**src/rtl/ps2_scancode_rx_fifo_if.sv**
```systemverilog
// Bus between a host and the PS/2 scancode receiver: raw line inputs, FIFO pop/clear controls,
// and the FIFO head plus status/error outputs.
`timescale 1ns/1ps
interface ps2_scancode_rx_fifo_if #(
    parameter int FIFO_DEPTH = 8
);
    logic                          ps2_clk_i;
    logic                          ps2_data_i;
    logic                          rd_en_i;
    logic                          clr_err_i;
    logic [7:0]                    data_o;
    logic                          valid_o;
    logic [$clog2(FIFO_DEPTH):0]   count_o;
    logic                          overflow_o;
    logic                          parity_err_o;
    logic                          frame_err_o;

    modport master (
        output ps2_clk_i, ps2_data_i, rd_en_i, clr_err_i,
        input  data_o, valid_o, count_o, overflow_o, parity_err_o, frame_err_o
    );

    modport slave (
        input  ps2_clk_i, ps2_data_i, rd_en_i, clr_err_i,
        output data_o, valid_o, count_o, overflow_o, parity_err_o, frame_err_o
    );
endinterface

```
**src/rtl/ps2_scancode_rx_fifo.sv**
```systemverilog
// PS/2 device-to-host receiver: synchronised, de-glitched line inputs, 11-bit frame decode with
// odd parity and inter-edge timeout, good bytes queued in a first-word-fall-through FIFO.
//
// state    | meaning
// ---------+-------------------------------------------------
// S_IDLE   | waiting for a start bit (data low on a tick)
// S_DATA   | shifting in 8 data bits, LSB first
// S_PARITY | capturing the odd-parity bit
// S_STOP   | checking the stop bit, pushing or flagging the byte
`timescale 1ns/1ps
module ps2_scancode_rx_fifo #(
    parameter int FIFO_DEPTH     = 8,
    parameter int FILT_LEN       = 4,
    parameter int TIMEOUT_CYCLES = 20000
) (
    input  logic                   clk,
    input  logic                   rst,
    ps2_scancode_rx_fifo_if.slave  bus
);
    localparam int AW = $clog2(FIFO_DEPTH);
    localparam int CW = AW + 1;
    localparam int FW = $clog2(FILT_LEN + 1);
    localparam int TW = $clog2(TIMEOUT_CYCLES);
    localparam logic [FW-1:0] FILT_LAST = FW'(FILT_LEN - 1);
    localparam logic [TW-1:0] TMR_LOAD  = TW'(TIMEOUT_CYCLES - 1);
    localparam logic [CW-1:0] CNT_FULL  = CW'(FIFO_DEPTH);

    typedef enum logic [1:0] {S_IDLE, S_DATA, S_PARITY, S_STOP} state_t;

    logic [1:0]    clk_sync, data_sync;
    logic          clk_s, data_s;
    logic          filt_q;
    logic [FW-1:0] filt_cnt;
    logic          differ, tick;

    always_ff @(posedge clk or posedge rst) begin
        if (rst) begin
            clk_sync  <= 2'b11;
            data_sync <= 2'b11;
        end else begin
            clk_sync  <= {clk_sync[0], bus.ps2_clk_i};
            data_sync <= {data_sync[0], bus.ps2_data_i};
        end
    end

    assign clk_s  = clk_sync[1];
    assign data_s = data_sync[1];
    assign differ = (clk_s != filt_q);
    // tick fires on the cycle the filtered clock is about to fall, so it aligns with the level change
    assign tick   = differ & filt_q & (filt_cnt == FILT_LAST);

    always_ff @(posedge clk or posedge rst) begin
        if (rst) begin
            filt_q   <= 1'b1;
            filt_cnt <= '0;
        end else if (!differ) begin
            filt_cnt <= '0;
        end else if (filt_cnt == FILT_LAST) begin
            filt_q   <= ~filt_q;
            filt_cnt <= '0;
        end else begin
            filt_cnt <= filt_cnt + FW'(1);
        end
    end

    state_t        state_q, state_d;
    logic [2:0]    bit_cnt_q, bit_cnt_d;
    logic [7:0]    shreg_q, shreg_d;
    logic          par_q, par_d;
    logic [TW-1:0] tmr_q;
    logic          perr_q, perr_d, ferr_q, ferr_d;
    logic          push, timeout;

    assign timeout = (state_q != S_IDLE) && (tmr_q == '0) && !tick;

    always_ff @(posedge clk or posedge rst) begin
        if (rst) begin
            state_q   <= S_IDLE;
            bit_cnt_q <= '0;
            shreg_q   <= '0;
            par_q     <= 1'b0;
            perr_q    <= 1'b0;
            ferr_q    <= 1'b0;
        end else begin
            state_q   <= state_d;
            bit_cnt_q <= bit_cnt_d;
            shreg_q   <= shreg_d;
            par_q     <= par_d;
            perr_q    <= perr_d;
            ferr_q    <= ferr_d;
        end
    end

    always_comb begin
        state_d   = state_q;
        bit_cnt_d = bit_cnt_q;
        shreg_d   = shreg_q;
        par_d     = par_q;
        perr_d    = 1'b0;
        ferr_d    = 1'b0;
        push      = 1'b0;
        if (timeout) begin
            state_d = S_IDLE;
            ferr_d  = 1'b1;
        end else if (tick) begin
            case (state_q)
                S_IDLE: begin
                    if (!data_s) begin
                        state_d   = S_DATA;
                        bit_cnt_d = '0;
                    end
                end
                S_DATA: begin
                    shreg_d[bit_cnt_q] = data_s;
                    bit_cnt_d          = bit_cnt_q + 3'd1;
                    if (bit_cnt_q == 3'd7) state_d = S_PARITY;
                end
                S_PARITY: begin
                    par_d   = data_s;
                    state_d = S_STOP;
                end
                S_STOP: begin
                    state_d = S_IDLE;
                    // a bad stop bit is reported as a framing error regardless of parity
                    if (!data_s)                  ferr_d = 1'b1;
                    else if (^{shreg_q, par_q})   push   = 1'b1;
                    else                          perr_d = 1'b1;
                end
                default: state_d = S_IDLE;
            endcase
        end
    end

    always_ff @(posedge clk or posedge rst) begin
        if (rst)                              tmr_q <= TMR_LOAD;
        else if (state_q == S_IDLE || tick)   tmr_q <= TMR_LOAD;
        else if (tmr_q != '0)                 tmr_q <= tmr_q - TW'(1);
    end

    logic [7:0]    mem [FIFO_DEPTH];
    logic [AW-1:0] wr_ptr, rd_ptr;
    logic [CW-1:0] count_q;
    logic          ovf_q;
    logic          full, not_empty, pop, wr;

    assign full      = (count_q == CNT_FULL);
    assign not_empty = (count_q != '0);
    assign pop       = bus.rd_en_i & not_empty;
    assign wr        = push & (~full | pop);

    always_ff @(posedge clk) begin
        if (wr) mem[wr_ptr] <= shreg_q;
    end

    always_ff @(posedge clk or posedge rst) begin
        if (rst) begin
            wr_ptr  <= '0;
            rd_ptr  <= '0;
            count_q <= '0;
            ovf_q   <= 1'b0;
        end else begin
            if (wr)  wr_ptr <= wr_ptr + AW'(1);
            if (pop) rd_ptr <= rd_ptr + AW'(1);
            if (wr && !pop)      count_q <= count_q + CW'(1);
            else if (pop && !wr) count_q <= count_q - CW'(1);
            if (push && full && !pop) ovf_q <= 1'b1;
            else if (bus.clr_err_i)   ovf_q <= 1'b0;
        end
    end

    assign bus.data_o       = not_empty ? mem[rd_ptr] : 8'h00;
    assign bus.valid_o      = not_empty;
    assign bus.count_o      = count_q;
    assign bus.overflow_o   = ovf_q;
    assign bus.parity_err_o = perr_q;
    assign bus.frame_err_o  = ferr_q;
endmodule
```
**src/flat_wrapper.sv**
```systemverilog
// flat-port wrapper written by rule: the top's interface ports become plain ports
module ps2_scancode_rx_fifo_flat 
#(
    parameter int FIFO_DEPTH     = 8,
    parameter int FILT_LEN       = 4,
    parameter int TIMEOUT_CYCLES = 20000
)
  (clk, rst, bus_ps2_clk_i, bus_ps2_data_i, bus_rd_en_i, bus_clr_err_i, bus_data_o, bus_valid_o, bus_count_o, bus_overflow_o, bus_parity_err_o, bus_frame_err_o);
  ps2_scancode_rx_fifo_if #(.FIFO_DEPTH(FIFO_DEPTH)) bus_i ();
  input  logic clk;
  input  logic rst;
  input wire logic [$bits(bus_i.ps2_clk_i)-1:0] bus_ps2_clk_i;
  input wire logic [$bits(bus_i.ps2_data_i)-1:0] bus_ps2_data_i;
  input wire logic [$bits(bus_i.rd_en_i)-1:0] bus_rd_en_i;
  input wire logic [$bits(bus_i.clr_err_i)-1:0] bus_clr_err_i;
  output wire logic [$bits(bus_i.data_o)-1:0] bus_data_o;
  output wire logic [$bits(bus_i.valid_o)-1:0] bus_valid_o;
  output wire logic [$bits(bus_i.count_o)-1:0] bus_count_o;
  output wire logic [$bits(bus_i.overflow_o)-1:0] bus_overflow_o;
  output wire logic [$bits(bus_i.parity_err_o)-1:0] bus_parity_err_o;
  output wire logic [$bits(bus_i.frame_err_o)-1:0] bus_frame_err_o;
  assign bus_i.ps2_clk_i = bus_ps2_clk_i;
  assign bus_i.ps2_data_i = bus_ps2_data_i;
  assign bus_i.rd_en_i = bus_rd_en_i;
  assign bus_i.clr_err_i = bus_clr_err_i;
  assign bus_data_o = bus_i.data_o;
  assign bus_valid_o = bus_i.valid_o;
  assign bus_count_o = bus_i.count_o;
  assign bus_overflow_o = bus_i.overflow_o;
  assign bus_parity_err_o = bus_i.parity_err_o;
  assign bus_frame_err_o = bus_i.frame_err_o;
  ps2_scancode_rx_fifo #(.FIFO_DEPTH(FIFO_DEPTH), .FILT_LEN(FILT_LEN), .TIMEOUT_CYCLES(TIMEOUT_CYCLES)) u_core (.clk(clk), .rst(rst), .bus(bus_i));
endmodule
```
**config.mk**
```make
export PLATFORM = sky130hd
export DESIGN_NAME = ps2_scancode_rx_fifo_flat
export DESIGN_NICKNAME = d
export VERILOG_FILES = /design/src/rtl/ps2_scancode_rx_fifo_if.sv /design/src/rtl/ps2_scancode_rx_fifo.sv /design/src/flat_wrapper.sv
export SDC_FILE = /design/constraint.sdc
export NUM_CORES = 1
export LEC_CHECK = 0
export ABC_AREA = 1
export CAP_MARGIN = 20
export CORE_ASPECT_RATIO = 1.5
export CORE_MARGIN = 1
export CORE_UTILIZATION = 60
export CTS_CLUSTER_SIZE = 12
export DETAILED_ROUTE_END_ITERATION = 8
export PLACE_DENSITY = 0.81
export SYNTH_ARGS = -nofsm -noshare
export SYNTH_HDL_FRONTEND = slang
export SYNTH_SLANG_ARGS = --single-unit
```
**constraint.sdc**
```tcl
create_clock -name clk -period 3.04 [get_ports clk]
set_clock_uncertainty 0.05 [all_clocks]
set_input_delay 0.608 -clock clk [delete_from_list [all_inputs] [get_ports clk]]
set_output_delay 0.608 -clock clk [all_outputs]
set_load 0.02 [all_outputs]
```
==> impl_metrics.csv <==
group,metric,value,unit
critical_path,reg2regPathDepth,15,
final_timing,worstMarginPinSlew,484.6,ps
final_timing,setup_ws,77.46,ps
critical_path,worstPathRequired,2380,ps
run,max_cap_violations,0,
detailed_routing,drtIter0Drc,204,
critical_path,critPathMaxFanout,11,
critical_path,reg2reg_from,"u_core.shreg_q[6]",
floorplanning,fp_util,62.71,%
cts,path_clk_slew,50,ps
final_layout,diodes,0,
cts,clockRootBuffer,"clkbuf_16",
synth,edf_count,64,
detailed_routing,dr.pass1.iters,5,
synth,ff_type,"edfxtp_1",
floorplanning,ios,22,
final_timing,fin_crit,2963,ps
floorplanning,die_y,117.5,um
critical_path,worstSetupPathType,"reg -> out",
detailed_routing,antenna_left,0,
final_layout,drive_gt1_share,17.49,%
synth,ys_types,40,
detailed_routing,drc,0,
synth,synth.most_common_cell,"nor2_1",
synth,netlist.area_leader.share,35.99,%
place,io_buffer_count,21,
final_timing,tns,0,ps
synth,common_cells,"nor2_1, nand2_1, edfxtp_1",
final_layout,final_nets,598,
synth,synthTopCellsByArea,"edfxtp_1, dfrtp_1, dfstp_2, nor2_1, nand2_1",
cts,cts_buffers,17,
synth,ys_ff,114,
detailed_routing,via_per_inst,5.716,
floorplanning,die-area,0.009290,mm2
grt,grt_usage,27.46,%
status,status,"complete, no violations",
cts,clkLatencyLatePin,410,ps
detailed_routing,drt-total-wl,11.42,mm
worst_hold_path,hold_class,"reg -> reg",
detailed_routing,num_vias,3978,
cts,clockBufferDepth,2,
place,gp_congestion,0.9212,
final_layout,lay_top_count,"nor2_1",
final_timing,fin_crit_sh,97.45,%
run,warning_count,31,
grt,grt_pass1_vias,3983,
final_layout,mostFrequentLayoutCells,"nor2_1, nand2_1, edfxtp_1",
synth,synth_area_leader_cell,"edfxtp_1",
final_layout,flop_area,0.003199,mm2
worst_hold_path,hold_end,"u_core.data_sync[1]",
synth,netlist_area,0.005340,mm2
floorplanning,die_w,79.03,um
power_and_ir_drop,vdd_drop_max,0.6168,mV
synth,synth_cells,527,
synth,ys_seq_share,59.75,%
cts,cts_tree,"yes",
power_and_ir_drop,p_per_area,821.1,mW/mm2
cts,cts.sinks,114,
[how the worst max path moves through the flow]
stage / to / cells past startpoint
floorplan: u_core.bus.count_o[3] / 15
global placement: u_core.bus.count_o[3] / 14
detailed placement: u_core.bus.count_o[3] / 14
CTS: bus_data_o[5] / 6
global route: bus_data_o[2] / 7
finish: bus_data_o[2] / 7
[sequential cells by signal (all words and copies together) (netlist names)]
| signal | cells |
|---|---|
| u_core.mem | 64 |
| u_core.tmr_q | 15 |
| u_core.shreg_q | 8 |
| u_core.bus.count_o | 4 |
| u_core.bit_cnt_q | 3 |
| u_core.filt_cnt | 3 |
| u_core.rd_ptr | 3 |
| u_core.wr_ptr | 3 |
| u_core.clk_sync | 2 |
| u_core.data_sync | 2 |
| u_core.state_q | 2 |
| u_core.bus.frame_err_o | 1 |
| u_core.bus.overflow_o | 1 |
| u_core.bus.parity_err_o | 1 |
| u_core.filt_q | 1 |
| u_core.par_q | 1 |
[report_power, final]
part	internal, mW	switching [mW]	total [mW]
clock	1.24	0.656	1.89
sequential	1.73	0.0940	1.83
combinational	0.572	0.950	1.52
total	3.54	1.70	5.24
[area by class of cell]
| cell class | instances | share of cell area (%) |
|---|---|---|
| Clock inverter | 10 | 1.705 |
| Tap cell | 107 | 2.097 |
| Multi-Input combinational cell | 342 | 29.28 |
| Inverter | 59 | 3.567 |
| Sequential cell | 114 | 50.11 |
| Clock buffer | 22 | 7.270 |
| Timing Repair Buffer | 42 | 5.977 |
[cells by family (layout without fill, tap and decap cells)]
family                     after synthesis  in the layout  share of synthesized area (%)
adders and majority gates               16             16                          3.889
buffers and inverters                   71            133                          5.342
DFF                                    114            114                          59.75
xor gates and xnor gates                14             14                          2.296
and+or+nand+nor                        225            225                          19.52
AOI/OAI and AO/OA                       87             87                          9.208
[worst max-delay path, cell delays in order, from the launching register on]
cell	delay (ps)
dfrtp_1	400
clkinvlp_4	230
buf_4	200
o21ai_0	80
o22ai_1	100
o21ai_0	240
a31oi_1	70
clkdlybuf4s50_1	560
[per-stage QoR]
| stage | power (mW) | util, % | hold slack [ps] | cell area (um2) | std cells |
|---|---|---|---|---|---|
| after floorplan | 2.791 | - | 295.2 | 5340 | 527 |
| after global placement | 3.277 | 67.59 | 297.1 | 5756 | 661 |
| after detailed placement | 3.341 | 67.59 | 296.9 | 5756 | 661 |
| after CTS | 5.245 | 74.49 | 299.7 | 6344 | 693 |
| after global routing | 5.486 | 74.98 | 302.0 | 6385 | 696 |
| final | 5.242 | 74.98 | 299.6 | 6385 | 696 |
[per-layer routing]
layer	part of all wire [%]	vias to the layer above	GRT usage (%)
met2	56	120	49.41
met1	36	1944	27.86
met5	0	-	0
li1	-	1873	-
met3	4.2	41	7.132
met4	4.0	0	15.45
[repair_timing]
item	in CTS	in global routing
cloned	0	0
hold buffers	0	0
setup endpoints to repair	6	5
setup buffers	0	3
gates resized	8	11
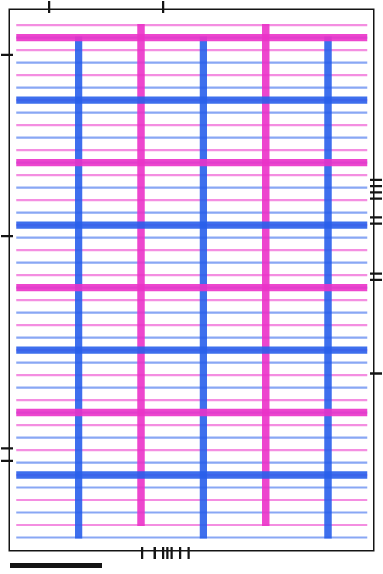
**Above:** floorplan with the power grid.
The bar under the picture is 20 um long. Pins as bars on the die edge.
- magenta: VDD
- blue: VSS
- met5 straps: 8
- signal pins: 22

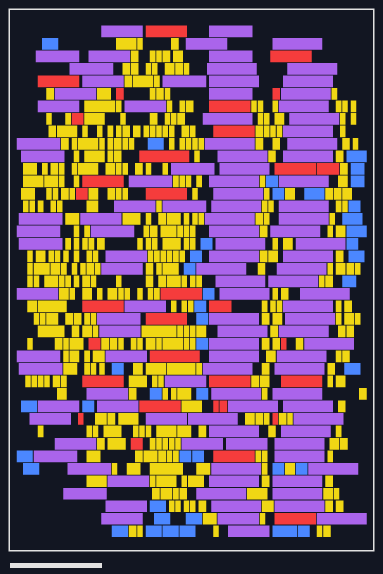
**Above:** placement by cell class.
The bar under the picture is 20 um long.
- red: clock drivers and dummy loads (cells 32; share of their area 9.2%)
- yellow: all other logic (cells 401; share of their area 34%)
- purple: flops (cells 114; share of their area 51%)
- blue: other buffers and delay cells (cells 42; share of their area 6.1%)
Design Area, Final: 0.006385 mm2
Core Rows: 41
Core Util, Final: 74.98%
Core Area: 0.008516 mm2
flop share of the area: 50.11%

No activity file was given, so power comes from the tool's default toggle rates.
